**src/rtl/sensor_scan_sched_if.sv**
```systemverilog
// Start/done handshake and result buses shared by
// the scan scheduler and the sensor engines.
interface sensor_scan_sched_if #(
  parameter int N = 3
) ();
  logic [N-1:0] start_o;
  logic [N-1:0] done_i;
  logic [11:0]  adc_data;
  logic [7:0]   temp_bcd;

  modport master (
    output start_o,
    input  done_i,
    input  adc_data,
    input  temp_bcd
  );

  modport slave (
    input  start_o,
    output done_i,
    output adc_data,
    output temp_bcd
  );
endinterface

```
**src/rtl/sensor_scan_sched.sv**
```systemverilog
// Sensor scan scheduler: one engine active at a time, result held for a dwell.
// Optional WAIT timeout enabled by defining SCHED_TIMEOUT_EN.
module sensor_scan_sched #(
  parameter int NUM_SENSORS = 3,
  parameter int DWELL_CYC   = 50_000_000,
  parameter int TIMEOUT_CYC = 5_000_000
) (
  input  logic                 clk,
  input  logic                 reset_n,
  input  logic                 key_pulse,
  input  logic                 auto_en,
  sensor_scan_sched_if.master  bus,
  output logic [2:0]           sen_sel,
  output logic [11:0]          value,
  output logic                 value_valid,
  output logic                 err
);

  localparam int CMAX =
    (DWELL_CYC > TIMEOUT_CYC) ? DWELL_CYC : TIMEOUT_CYC;
  localparam int CW = $clog2(CMAX + 1);
  localparam logic [2:0] TEMP_CODE = 3'd3;

  typedef enum logic [2:0] {
    IDLE,
    START,
    WAIT,
    LATCH,
    DWELL
  } state_t;

  state_t state, nxt;

  logic [CW-1:0]          cnt, cnt_d;
  logic [2:0]             sel_d;
  logic [2:0]             man_inc, auto_inc;
  logic [NUM_SENSORS-1:0] sel_oh, start_d;
  logic [11:0]            hold, hold_d, val_d, data_sel;
  logic                   vv_d, err_d;
  logic                   key, match, dwell_tc, tmo, cnt_wait;

  assign key = key_pulse & ~auto_en;

  assign man_inc = (sen_sel == 3'(NUM_SENSORS)) ?
                   3'd0 : sen_sel + 3'd1;

  assign auto_inc = (sen_sel == 3'(NUM_SENSORS)) ?
                    3'd1 : sen_sel + 3'd1;

  assign match = |(bus.done_i & sel_oh);

  assign dwell_tc = (state == DWELL) &&
                    (cnt == CW'(DWELL_CYC - 1));

  assign data_sel = (sen_sel == TEMP_CODE) ?
                    {4'h0, bus.temp_bcd} : bus.adc_data;

`ifdef SCHED_TIMEOUT_EN
  assign cnt_wait = (state == WAIT);
  assign tmo = (state == WAIT) && !match &&
               (cnt == CW'(TIMEOUT_CYC - 1));
`else
  assign cnt_wait = 1'b0;
  assign tmo      = 1'b0;
`endif

  // Decode the current sensor code into a one-hot lane mask.
  always_comb begin
    sel_oh = '0;
    for (int i = 0; i < NUM_SENSORS; i++) begin
      if (sen_sel == 3'(i + 1)) sel_oh[i] = 1'b1;
    end
  end

  // State register.
  always_ff @(posedge clk or negedge reset_n) begin
    if (!reset_n) state <= IDLE;
    else          state <= nxt;
  end

  // Next state; a manual key press overrides every slot phase.
  always_comb begin
    nxt = state;
    if (key) begin
      nxt = (man_inc == 3'd0) ? IDLE : START;
    end else begin
      unique case (state)
        IDLE:  if (auto_en || sen_sel != 3'd0) nxt = START;
        START: nxt = WAIT;
        WAIT: begin
          if (match)    nxt = LATCH;
          else if (tmo) nxt = DWELL;
        end
        LATCH: nxt = DWELL;
        DWELL: if (dwell_tc) nxt = START;
        default: nxt = IDLE;
      endcase
    end
  end

  // Next values of the registered outputs and datapath.
  always_comb begin
    sel_d   = sen_sel;
    start_d = '0;
    cnt_d   = '0;
    vv_d    = value_valid;
    err_d   = err;
    hold_d  = hold;
    val_d   = value;

    if (key) begin
      sel_d = man_inc;
    end else if (state == IDLE && auto_en &&
                 sen_sel == 3'd0) begin
      sel_d = 3'd1;
    end else if (dwell_tc && auto_en) begin
      sel_d = auto_inc;
    end

    if (state == START && !key) start_d = sel_oh;

    if (!key && state == nxt &&
        (state == DWELL || cnt_wait)) begin
      cnt_d = (cnt == CW'(CMAX)) ? cnt : cnt + 1'b1;
    end

    if (key || state == IDLE)      vv_d = 1'b0;
    else if (state == LATCH)       vv_d = 1'b1;
    else if (tmo)                  vv_d = 1'b0;
    else if (dwell_tc && auto_en)  vv_d = 1'b0;

    if (state == START) err_d = 1'b0;
    else if (tmo)       err_d = 1'b1;

    if (state == WAIT && match) hold_d = data_sel;
    if (state == LATCH)         val_d  = hold;
  end

  // Output and datapath registers.
  always_ff @(posedge clk or negedge reset_n) begin
    if (!reset_n) begin
      sen_sel     <= '0;
      bus.start_o <= '0;
      cnt         <= '0;
      value       <= '0;
      value_valid <= 1'b0;
      err         <= 1'b0;
      hold        <= '0;
    end else begin
      sen_sel     <= sel_d;
      bus.start_o <= start_d;
      cnt         <= cnt_d;
      value       <= val_d;
      value_valid <= vv_d;
      err         <= err_d;
      hold        <= hold_d;
    end
  end

endmodule

```
**src/flat_wrapper.sv**
```systemverilog
// flat-port wrapper written by rule: the top's interface ports become plain ports
module sensor_scan_sched_flat 
#(
  parameter int NUM_SENSORS = 3,
  parameter int DWELL_CYC   = 50_000_000,
  parameter int TIMEOUT_CYC = 5_000_000
)
  (clk, reset_n, key_pulse, auto_en, sen_sel, value, value_valid, err, bus_start_o, bus_done_i, bus_adc_data, bus_temp_bcd);
  sensor_scan_sched_if #(.N(3)) bus_i ();
  input  logic clk;
  input  logic reset_n;
  input  logic key_pulse;
  input  logic auto_en;
  output logic [2:0] sen_sel;
  output logic [11:0] value;
  output logic value_valid;
  output logic err;
  output wire logic [$bits(bus_i.start_o)-1:0] bus_start_o;
  input wire logic [$bits(bus_i.done_i)-1:0] bus_done_i;
  input wire logic [$bits(bus_i.adc_data)-1:0] bus_adc_data;
  input wire logic [$bits(bus_i.temp_bcd)-1:0] bus_temp_bcd;
  assign bus_start_o = bus_i.start_o;
  assign bus_i.done_i = bus_done_i;
  assign bus_i.adc_data = bus_adc_data;
  assign bus_i.temp_bcd = bus_temp_bcd;
  sensor_scan_sched #(.NUM_SENSORS(NUM_SENSORS), .DWELL_CYC(DWELL_CYC), .TIMEOUT_CYC(TIMEOUT_CYC)) u_core (.clk(clk), .reset_n(reset_n), .key_pulse(key_pulse), .auto_en(auto_en), .bus(bus_i), .sen_sel(sen_sel), .value(value), .value_valid(value_valid), .err(err));
endmodule
```
**config.mk**
```make
export PLATFORM = sky130hd
export DESIGN_NAME = sensor_scan_sched_flat
export DESIGN_NICKNAME = d
export VERILOG_FILES = /design/src/rtl/sensor_scan_sched_if.sv /design/src/rtl/sensor_scan_sched.sv /design/src/flat_wrapper.sv
export SDC_FILE = /design/constraint.sdc
export NUM_CORES = 1
export LEC_CHECK = 0
export CAP_MARGIN = 0
export CORE_ASPECT_RATIO = 1.4
export CORE_MARGIN = 2
export CORE_UTILIZATION = 50
export DETAILED_ROUTE_END_ITERATION = 8
export GPL_TIMING_DRIVEN = 0
export HOLD_SLACK_MARGIN = 0.12
export PLACE_DENSITY = 0.75
export SYNTH_ARGS = -nofsm -noshare
export SYNTH_HDL_FRONTEND = slang
export SYNTH_SLANG_ARGS = --single-unit
```
**constraint.sdc**
```tcl
create_clock -name clk -period 5.05 [get_ports clk]
set_clock_uncertainty 0.05 [all_clocks]
set_input_delay 1.01 -clock clk [delete_from_list [all_inputs] [get_ports clk]]
set_output_delay 1.01 -clock clk [all_outputs]
set_load 0.005 [all_outputs]
```
==> run_1/density.png <==
Scale: 4 px per micron. 7 x 9 tiles, from black (low) to pale yellow (high), 0 to 100% covered.
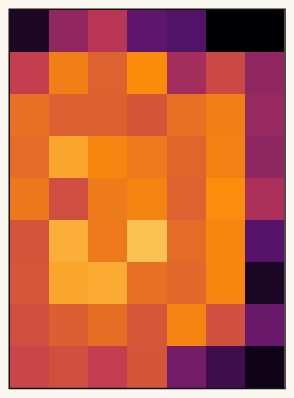
tiles over 75% full = 11%
fullest tile = 86%
mean over tiles = 55%
nearly empty tiles = 3.2%

==> run_1/metal_stack.png <==
Scale: 3 px per micron.
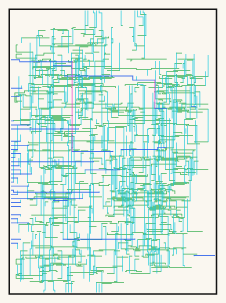
met1 -> green  # wire length 2460 microns
met2 -> cyan  # wire length 3030 microns
met4 -> magenta  # wire length 39.4 microns
met3 -> blue  # wire length 316 microns

==> run_1/cell_classes.png <==
Scale: 3 px per micron.
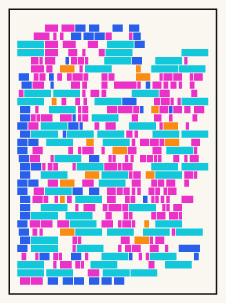
flops -> cyan  # cells 60
clock drivers and dummy loads -> orange  # cells 16
other buffers and delay cells -> blue  # cells 59
all other logic -> magenta  # cells 205

==> run_1/final_clocks.png <==
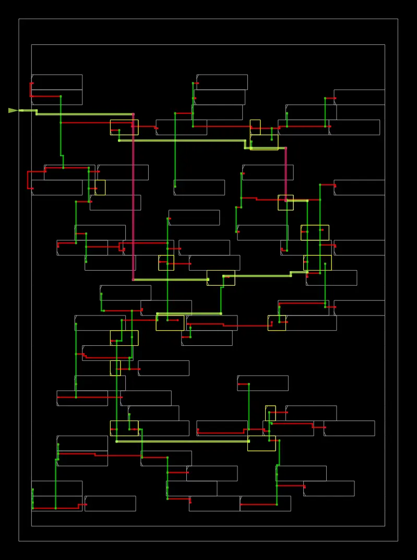
power in the clock group: 364 uW
Clock Buffer Count: 9

==> results.txt, run 1 <==
The implementation run finished. The stage logs contain a warning count of 31. The clock H-tree reported by CTS has 3 levels. Count of port buffers added during placement landed at roughly 45. Number of inserted filler cells in the final layout landed at about 460. Effective utilization at floorplan landed at approximately 52%. All-layer global routing usage landed at about a fifth.

Worst ir drop on vdd landed at 0.258 mV. After global routing the overflow that remains totals 0. Headroom to the max-slew limit came out at a little over a quarter. Setup repair after global routing left no endpoint under its margin. TritonCTS built the clock tree. In the final report, the number of pins over their slew limit comes to 0. Placed instance count landed at slightly below 400. Maximum fanout along the worst path landed at 10. Vertical die dimension landed at 94.4 microns. Note that the worst hold path type here is reg -> reg. Hold repair after CTS inserted 0 buffers. Maximum number of pins on one net before global-route repair landed at 39.

Required time of the critical path landed at between 5 and 6 ns. For reference, the placement row count at floorplan is 32. Cell count along the critical path landed at 8. Number of clock sinks seen by CTS landed at 60.

The critical path is of the in -> reg type. Number of iterations in the first detailed-routing pass landed at 4. The kind of cell with the highest combined delay along the critical path is buffers and inverters.

Per the post-run analysis, buffers plus inverters along the critical path come to 4. In the layout the commonest cells are sky130_fd_sc_hd__dfrtp_1 (60), sky130_fd_sc_hd__clkdlybuf4s50_1 (44), sky130_fd_sc_hd__nor2_1 (35), sky130_fd_sc_hd__nand2_1 (29), sky130_fd_sc_hd__xor2_1 (17). Final layout net count landed at 369.

Max-cap violations in this run came to 0. Post-synth design cell area landed at 2920 sq um. Post-CTS setup-driven buffer insertion count landed at 0.

The worst setup path is launched from a primary input. In the final timing run, aggregate negative setup slack is 0 ns. Cell resize tally after clock tree synthesis landed at 0. Transition at the pin with the smallest max-transition slack landed at 1.09 ns. Total via count in the routed design landed at 2170. Area of placed instances landed at 3470 sq um. Counting stages on the worst path, the most repeated cell is sky130_fd_sc_hd__buf_2. The run finished with clean final reports.

Global-route wire length before repair landed at 10300 microns. The script logs the mean routed wire length per placed instance as roughly 14 microns. Sequential share of the synthesized area landed at 51.4%. In this run the horizontal extent of the chip is 68.6 microns. Per the timing report, the most critical flop-to-flop path finishes at u_core.sen_sel[1]$_DFFE_PN0P_. According to the timing report, the critical path is launched from auto_en.

The tree is rooted in a sky130_fd_sc_hd__clkbuf_8. The last timing report of the flow puts the setup violation total at 0. Total length of routed wires landed at 5840 microns.

Arrival time of data at the critical path endpoint landed at around 3.4 ns. Routability-driven placement finished with a final weighted congestion of 0.780. Walking the worst path, the cells encountered are clkdlybuf4s50_1, nor2b_1, buf_2, or4b_2, or2_2, clkbuf_1, buf_2, nor2_1. Total half-perimeter wirelength after legalization and detailed placement landed at 4270 microns. Final-report hold violation count landed at 0. Yosys reports a chip area of between 2000 and 3000 sq um.

Core box area landed at 5570 sq um. STA classifies the critical path endpoint as a flop. Counting cells, the worst reg-to-reg path comes to 5. The synthesis stat section lists a flop and latch total of 60.

For the worst-skew pair, the clock arrives at the later sink with an insertion delay of 0.33 ns. Clock input transition at the sequential cells of the worst setup and hold paths landed at 0.07 ns. Power per cell area landed at 424 nW/um^2. The synthesized netlist contains 45 unique library cells.

After detailed routing, the number of remaining DRC violations is 0. Total non-filler cell area in the finished layout landed at around 3600 sq um. The flow reports an fmax of 0.313 GHz. Maximum clock path buffer count landed at 2. Nets still carrying antenna violations after routing amount to 0. Per the OpenROAD power report, leakage power amounts to 1.59 nW. Per STA, the highest per-stage delay on the worst path measures 0.66 ns. Looking at the reg2reg group, the worst path starts from u_core.cnt[11]$_DFFE_PN0P_. First-iteration detailed-routing DRC count landed at 111.
[run 1: how the worst min path moves through the flow]
stage	endpoint	slack [ns]	cells past startpoint
4_1_cts	u_core.hold[3]$_DFFE_PN0P_	0.44	2
2_1_floorplan	u_core.hold[0]$_DFFE_PN0P_	0.40	2
6_report	u_core.hold[3]$_DFFE_PN0P_	0.43	2
3_3_place_gp	u_core.hold[3]$_DFFE_PN0P_	0.41	2
5_1_grt	u_core.hold[10]$_DFFE_PN0P_	0.46	2
3_5_place_dp	u_core.hold[3]$_DFFE_PN0P_	0.42	2
[run 1: registers in the layout, summed over array words and instances, names as in the netlist]
name                count
u_core.bus.start_o      3
u_core.value_valid      1
u_core.hold            12
u_core.state            3
u_core.value           12
u_core.cnt             26
u_core.sen_sel          3
[run 1: final cells by class]
type	instances	share of cell area, %
plain buffers	13	1.82
clock buffers	9	3.40
clock inverters	7	1.20
inverters	5	0.516
multi-input cells	200	36.7
flip-flops and latches	60	41.3
well taps	68	2.34
repair buffers	46	12.8
[run 1: stage by stage]
stage,power (mW),utilization [%],worst slack (ns),hold slack [ns]
4_1_cts,1.56,65.4,1.86,0.437
2_1_floorplan,0.966,-,2.32,0.396
6_report,1.54,65.4,1.85,0.431
5_1_grt,1.65,65.4,1.74,0.464
3_5_place_dp,1.19,62.4,1.51,0.421
3_3_place_gp,1.17,62.1,1.05,0.407
[run 1: metal layers]
metal | track usage [%] | wire (microns)
met5 | 0 | 0
met4 | 8.00 | 39
met3 | 7.15 | 315
met2 | 35.7 | 3030
met1 | 24.9 | 2460
[run 1: cells in the mapped netlist (all sizes together)]
library cell	count	area share (%)
nor2b	4	0.86
a31oi	1	0.21
mux2	13	5.1
nand2b	3	0.64
buf	6	1.0
mux2i	9	3.1
a222oi	1	0.34
nand3	10	1.7
and2	2	0.43
a211o	1	0.34
nand2	29	3.7
or2b	1	0.30
and3	4	0.86
xor2	17	5.1
o31ai	1	0.26
nor4	7	2.0
nor4bb	2	0.69
or3b	1	0.30
or2	1	0.21
nand4	9	1.9
inv	5	0.64
conb	1	0.13
or4b	2	0.81
nor2	35	4.5
a21oi	4	0.69
o311a	1	0.34
nand3b	1	0.26
o41ai	1	0.30
or3	1	0.26
clkbuf	7	1.2
nor3	3	0.51
ha	7	3.0
or4	1	0.39
o21ai	15	2.6
dfrtp	60	51
xnor2	8	2.4
and4	3	0.94
o22ai	1	0.43
[run 1: worst reg2reg max path, cell delays in order, from the launching register on]
cell and delay (ns):
sky130_fd_sc_hd__dfrtp_1 0.46, sky130_fd_sc_hd__or4_4 0.58, sky130_fd_sc_hd__or4b_4 0.55, sky130_fd_sc_hd__nor4_4 0.34
sky130_fd_sc_hd__o22ai_2 0.16, sky130_fd_sc_hd__mux2_4 0.32
[run 1: power breakdown]
| group | total, mW | internal (mW) | switching (mW) |
|---|---|---|---|
| registers | 0.665 | 0.592 | 0.0729 |
| logic | 0.514 | 0.288 | 0.226 |
| clock network | 0.364 | 0.175 | 0.189 |
[run 1: logic make-up after synthesis]
group	synth area share [%]
other	0.128
AOI/OAI and AO/OA	5.48
muxes	8.23
and+or+nand+nor	21.3
buffers and inverters	2.91
adders and majority gates	3.00
xor gates and xnor gates	7.50
DFF	51.4
## Run 2: what changed since run 1
Clock period 5.05 ns to 3.1 ns, I/O delays scaled along.
==> run_2/final_clocks.png <==
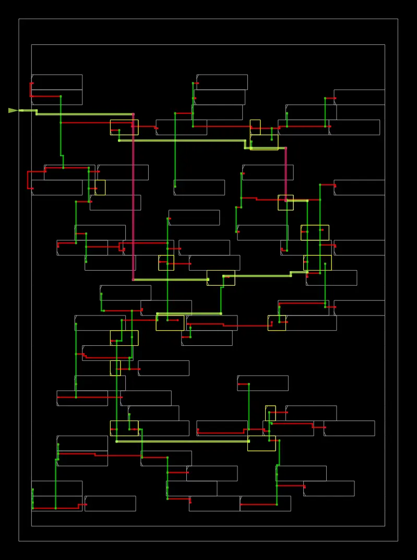
CTS Sinks: 60
power in the clock group: 592 uW
insertion delay to the later sink of the worst-skew pair: 0.33 ns

==> run 2 against run 1 <==
Effect of this change:
- first-iteration DRC count stayed put
- synthesized cell count stayed put
- register-to-register slack worse by 2.0 ns
- global-route usage stayed put
- count of clock-buffer cells in the layout stayed put
- clock power is 63% higher
- combinational power is 63% higher
- via count stayed put
- highest routed layer unchanged
==> results.txt, run 2 <==
The implementation run finished. The detailed router reported a total wirelength of 5840 microns. Post-CTS setup-driven buffer insertion count landed at 0. Fraction of registers with async set or reset after synthesis landed at 100%. According to the report, the first pass of detailed routing completed in 4 iterations.

The script extracted a net switching power of 795 uW. For this run, the leading register cell type out of synthesis is sky130_fd_sc_hd__dfrtp_1. The flow ran to the end, and the final reports show no timing, DRC or antenna violations. Summing the areas of all and, or, nand and nor instances in the mapped netlist gives 21.3% of the synthesized area. After synthesis, the most frequently instantiated cells are sky130_fd_sc_hd__dfrtp_1 (60), sky130_fd_sc_hd__nor2_1 (35), sky130_fd_sc_hd__nand2_1 (29). Measured against the total synthesized area, the mux share comes to 8.23%. From the final report, the count of setup violators was given as 0.

Summing the areas of all compound-gate instances in the mapped netlist gives about 5.5% of the synthesized area. According to the timing report, the critical path is launched from auto_en. Maximum number of pins on one net before global-route repair landed at 39. TritonCTS built the clock tree. For the worst reg-to-reg path, the endpoint reported by OpenROAD is u_core.sen_sel[1]$_DFFE_PN0P_. Worst ir drop on vdd landed at roughly 0.42 mV. Fill cells in the final layout number about 460.

Hold-check failures listed in the final report amount to 0. The violation tally recorded at the end of detailed-routing iteration 0 is 111. Post-synth design cell area landed at between 2000 and 3000 sq um. The worst setup path is captured at a flop. The most common cell in the synthesized netlist is sky130_fd_sc_hd__dfrtp_1. Count of cell types in the netlist landed at 45.

In the final layout, the registers with the most flip-flops are u_core.cnt: 26 flops, u_core.hold: 12 flops, u_core.value: 12 flops. Cell resize tally after clock tree synthesis landed at 0. Per report_power, the combinational group accounts for 33.3% of the total. Buffers inserted to repair hold after CTS numbered 0. Looking at the worst setup and hold paths, the clock pins of their registers show a slew of roughly 0.07 ns. Per the breakdown, switching nets consume 31.6% of all power.

The global routing report lists combined usage of all routing layers as 21.4%. Worst slew margin relative to its limit landed at between 20% and 30%. Per the synth log, the flip-flop and latch total comes to 60.

According to the Yosys statistics, the synthesized design has a chip area of 2920 sq um. Internal power comes to 1.72 mW. In the Yosys report, the sequential cells make up 51.4% of the chip area. Number of synthesized flops with an enable pin landed at 0.
==> run_2/density.png <==
Scale: 4 px per micron. 7 x 9 tiles, from black (low) to pale yellow (high), 0 to 100% covered.
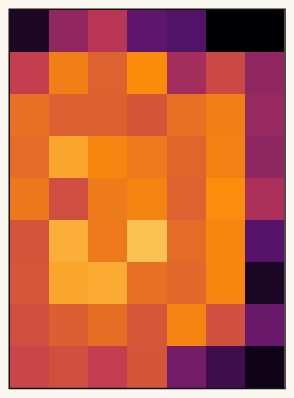
nearly empty tiles = 3.2%
fullest tile = 86%
tiles over 75% full = 11%
mean over tiles = 55%

==> run 2: cell counts in the layout (fill, tap and decap cells not counted) <==
Identical to the previous run, type by type.
==> run 2: power by group through the flow <==
| stage | registers [mW] | clock network [mW] | logic (mW) |
|---|---|---|---|
| 2_1_floorplan | 1.08 | 0 | 0.491 |
| 3_3_place_gp | 1.09 | 0 | 0.823 |
| 3_5_place_dp | 1.10 | 0 | 0.841 |
| 4_1_cts | 1.09 | 0.609 | 0.846 |
| 5_1_grt | 1.11 | 0.658 | 0.924 |
| 6_report | 1.08 | 0.592 | 0.837 |
==> run 2: how the worst max path moves through the flow <==
stage,slack (ns),cells past startpoint,end
4_1_cts,0.30,8,u_core.cnt[19]$_DFFE_PN0P_
3_5_place_dp,-0.05,8,u_core.cnt[19]$_DFFE_PN0P_
6_report,0.29,8,u_core.cnt[19]$_DFFE_PN0P_
2_1_floorplan,0.76,5,u_core.sen_sel[1]$_DFFE_PN0P_
3_3_place_gp,-0.51,1,u_core.sen_sel[1]$_DFFE_PN0P_
5_1_grt,0.18,8,u_core.cnt[3]$_DFFE_PN0P_
==> run 2: final cells by class <==
type	count	area (sq um)	area share, %
flip-flops and latches	60	1500	41.3
multi-input cells	200	1330	36.7
repair buffers	46	465	12.8
clock buffers	9	124	3.40
well taps	68	85.1	2.34
plain buffers	13	66.3	1.82
clock inverters	7	43.8	1.20
inverters	5	18.8	0.516
==> run 2: worst max-delay path: stages <==
cell and delay (ns):
sky130_fd_sc_hd__clkdlybuf4s50_1 0.61, sky130_fd_sc_hd__nor2b_1 0.07, sky130_fd_sc_hd__buf_2 0.18, sky130_fd_sc_hd__or4b_2 0.66
sky130_fd_sc_hd__or2_2 0.31, sky130_fd_sc_hd__clkbuf_1 0.19, sky130_fd_sc_hd__buf_2 0.23, sky130_fd_sc_hd__nor2_1 0.13
==> run 2: cells by family (layout without fill, tap and decap cells) <==
| kind of cell | after synthesis | in the layout |
|---|---|---|
| AND/OR/NAND/NOR | 119 | 119 |
| flip-flops | 60 | 60 |
| AND-OR/OR-AND | 26 | 26 |
| XOR/XNOR | 25 | 25 |
| multiplexers | 22 | 22 |
| buffers and inverters | 18 | 80 |
| adder cells (fa/ha/maj) | 7 | 7 |
| other | 1 | 1 |
==> run 2: routing by layer <==
metal / track usage [%] / vias up / part of all wire, %
li1: - / 1072 / -
met2: 35.7 / 44 / 52
met5: 0 / - / 0
met4: 8.00 / 0 / 0.67
met1: 24.9 / 1050 / 42
met3: 7.15 / 4 / 5.4
==> run 2: metrics by stage <==
step / worst slack [ns] / instance area, sq um / hold slack [ns] / power (mW)
6_report: 0.294 / 3640 / 0.214 / 2.51
5_1_grt: 0.182 / 3640 / 0.228 / 2.69
4_1_cts: 0.296 / 3640 / 0.217 / 2.54
3_5_place_dp: -0.0464 / 3470 / 0.421 / 1.94
3_3_place_gp: -0.511 / 3460 / 0.407 / 1.91
2_1_floorplan: 0.758 / 2920 / 0.274 / 1.57
## Run 3: what changed since run 2
Settings changed: ABC_AREA set to 0.
==> run_3/final_clocks.png <==
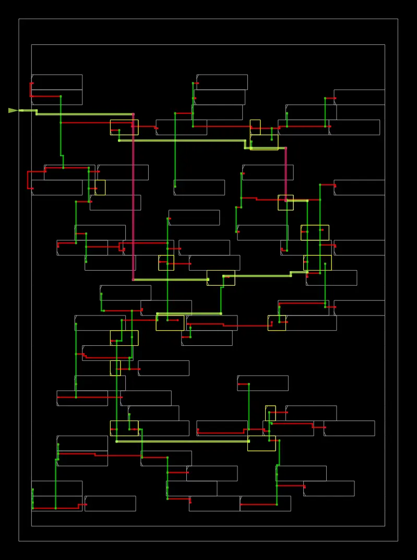
TritonCTS buffer count: 9
seq_cells: 60

==> run_3/density.png <==
Scale: 4 px per micron. 7 x 9 tiles, from black (low) to pale yellow (high), 0 to 100% covered.
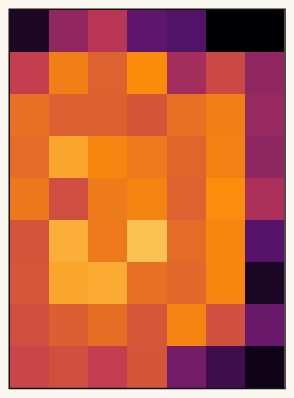
mean over tiles = 55%
tiles over 75% full = 11%
nearly empty tiles = 3.2%
fullest tile = 86%

==> run 3 against run 2 <==
Effect of this change:
- combinational power barely moved
- total power did not move
- flip-flop count did not move
==> results.txt, run 3 <==
The implementation run finished. The flow ran to the end, and the final reports show no timing, DRC or antenna violations. After detailed routing, the average wire length per cell comes to ~14 microns. The detail route stage leaves a number of antenna-violating nets equal to 0.

Maximum number of pins on one net before global-route repair landed at 39. The data required time reported for the critical path is 3.31 ns. Post-synth design cell area landed at a little under 3000 sq um. Ranked by instance count, the synthesized netlist is headed by sky130_fd_sc_hd__dfrtp_1 (60), sky130_fd_sc_hd__nor2_1 (35), sky130_fd_sc_hd__nand2_1 (29). Clock share of power landed at a little under a quarter. Post-CTS repair ended up resizing 0 cells. For reference, the placement row count at floorplan is 32. Total non-filler cell area in the finished layout landed at 3640 sq um.

Count of cell types in the netlist landed at 45. The report shows a maximum critical-path fanout of 10. The skew report gives the latency at the later pin of the worst-skew pair as 0.33 ns. Summed over all routing layers, the global router reports a total usage of 21.4%.

The most critical min-delay path falls under in -> async. Total length of routed wires landed at approximately 6000 microns. Final weighted congestion in routability-driven placement landed at 0.780.

Detailed placement reports a standard cell area of 3470 sq um. Post-CTS setup-driven buffer insertion count landed at 0. Yosys reports that the leading cell type by area covers 51.4% of the netlist area. Number of hold buffers added after cts landed at 0. Final-report hold violation count landed at 0. First-iteration detailed-routing DRC count landed at 111. Core box area landed at 5570 sq um. The placement report lists the number of port buffers as about 45.

For this run, the final setup violation count is recorded as 0. TritonCTS built the clock tree. Effective utilization at floorplan landed at 52.5%.

Recorded from the global router log, the overflow total was 0. Summed over all nets, the half-perimeter wirelength after detailed placement is 4270 microns. In the setup report, the worst path falls into the class in -> reg.

Setup repair after global routing left no endpoint under its margin. Yosys reported a register bit count of 60. Transition at the pin with the smallest max-transition slack landed at 1.09 ns. TritonRoute reported its final design rule violation total as 0. The synthesized design contains 0 enable-type register cells. Looking at the gate-level netlist, the highest instance count belongs to sky130_fd_sc_hd__dfrtp_1.
[run 3: cell counts after synthesis]
No cell type changed its count.
[run 3: cell families after synthesis]
group,Yosys count,share of synthesized area [%]
simple gates,119,21.3
flops,60,51.4
compound gates,26,5.48
xor+xnor,25,7.50
mux,22,8.23
buf+inv,18,2.91
fa+ha+maj,7,3.00
other cells,1,0.128
[run 3: routing by layer]
metal	routed length, microns	GRT usage [%]	up-vias
met5	0	0	-
met4	39	8.00	0
met3	315	7.15	4
met2	3030	35.7	44
met1	2460	24.9	1050
li1	-	-	1072
[run 3: layout make-up]
class,count,area (sq um),share of cell area (%)
Clock buffer,9,124,3.40
Sequential cell,60,1500,41.3
Tap cell,68,85.1,2.34
Clock inverter,7,43.8,1.20
Multi-Input combinational cell,200,1330,36.7
Buffer,13,66.3,1.82
Inverter,5,18.8,0.516
Timing Repair Buffer,46,465,12.8
[run 3: worst max-delay path: cells and delay by family]
kind / cells / cell delay (ns)
buffers and inverters: 4 / 1.21
AND/OR/NAND/NOR: 4 / 1.17
[run 3: per-stage QoR]
stage	worst slack [ns]	TNS (ns)	total power, mW	instances
3_5_place_dp	-0.0464	-0.587	1.94	392
2_1_floorplan	0.758	0	1.57	278
3_3_place_gp	-0.511	-30.74	1.91	391
5_1_grt	0.182	0	2.69	408
6_report	0.294	0	2.51	408
4_1_cts	0.296	0	2.54	408
[run 3: final timing paths]
path / start / to / slack, ns / cells after the start
max in group asynchronous: reset_n / u_core.state[1]$_DFF_PN0_ / 2.20 / 2
worst min register to register: u_core.hold[3]$_DFFE_PN0P_ / u_core.hold[3]$_DFFE_PN0P_ / 0.43 / 2
min in group clk: u_core.hold[3]$_DFFE_PN0P_ / u_core.hold[3]$_DFFE_PN0P_ / 0.43 / 2
worst max-delay path: auto_en / u_core.cnt[19]$_DFFE_PN0P_ / 0.29 / 8
worst max register to register: u_core.cnt[11]$_DFFE_PN0P_ / u_core.sen_sel[1]$_DFFE_PN0P_ / 0.53 / 5
worst min-delay path: reset_n / u_core.cnt[11]$_DFFE_PN0P_ / 0.21 / 1
[run 3: power by group through the flow]
stage | Sequential [mW] | Combinational [mW] | Clock (mW)
after floorplan | 1.08 | 0.491 | 0
after global placement | 1.09 | 0.823 | 0
after detailed placement | 1.10 | 0.841 | 0
after CTS | 1.09 | 0.846 | 0.609
after global routing | 1.11 | 0.924 | 0.658
final | 1.08 | 0.837 | 0.592
Power is estimated from default activity; no workload was simulated.
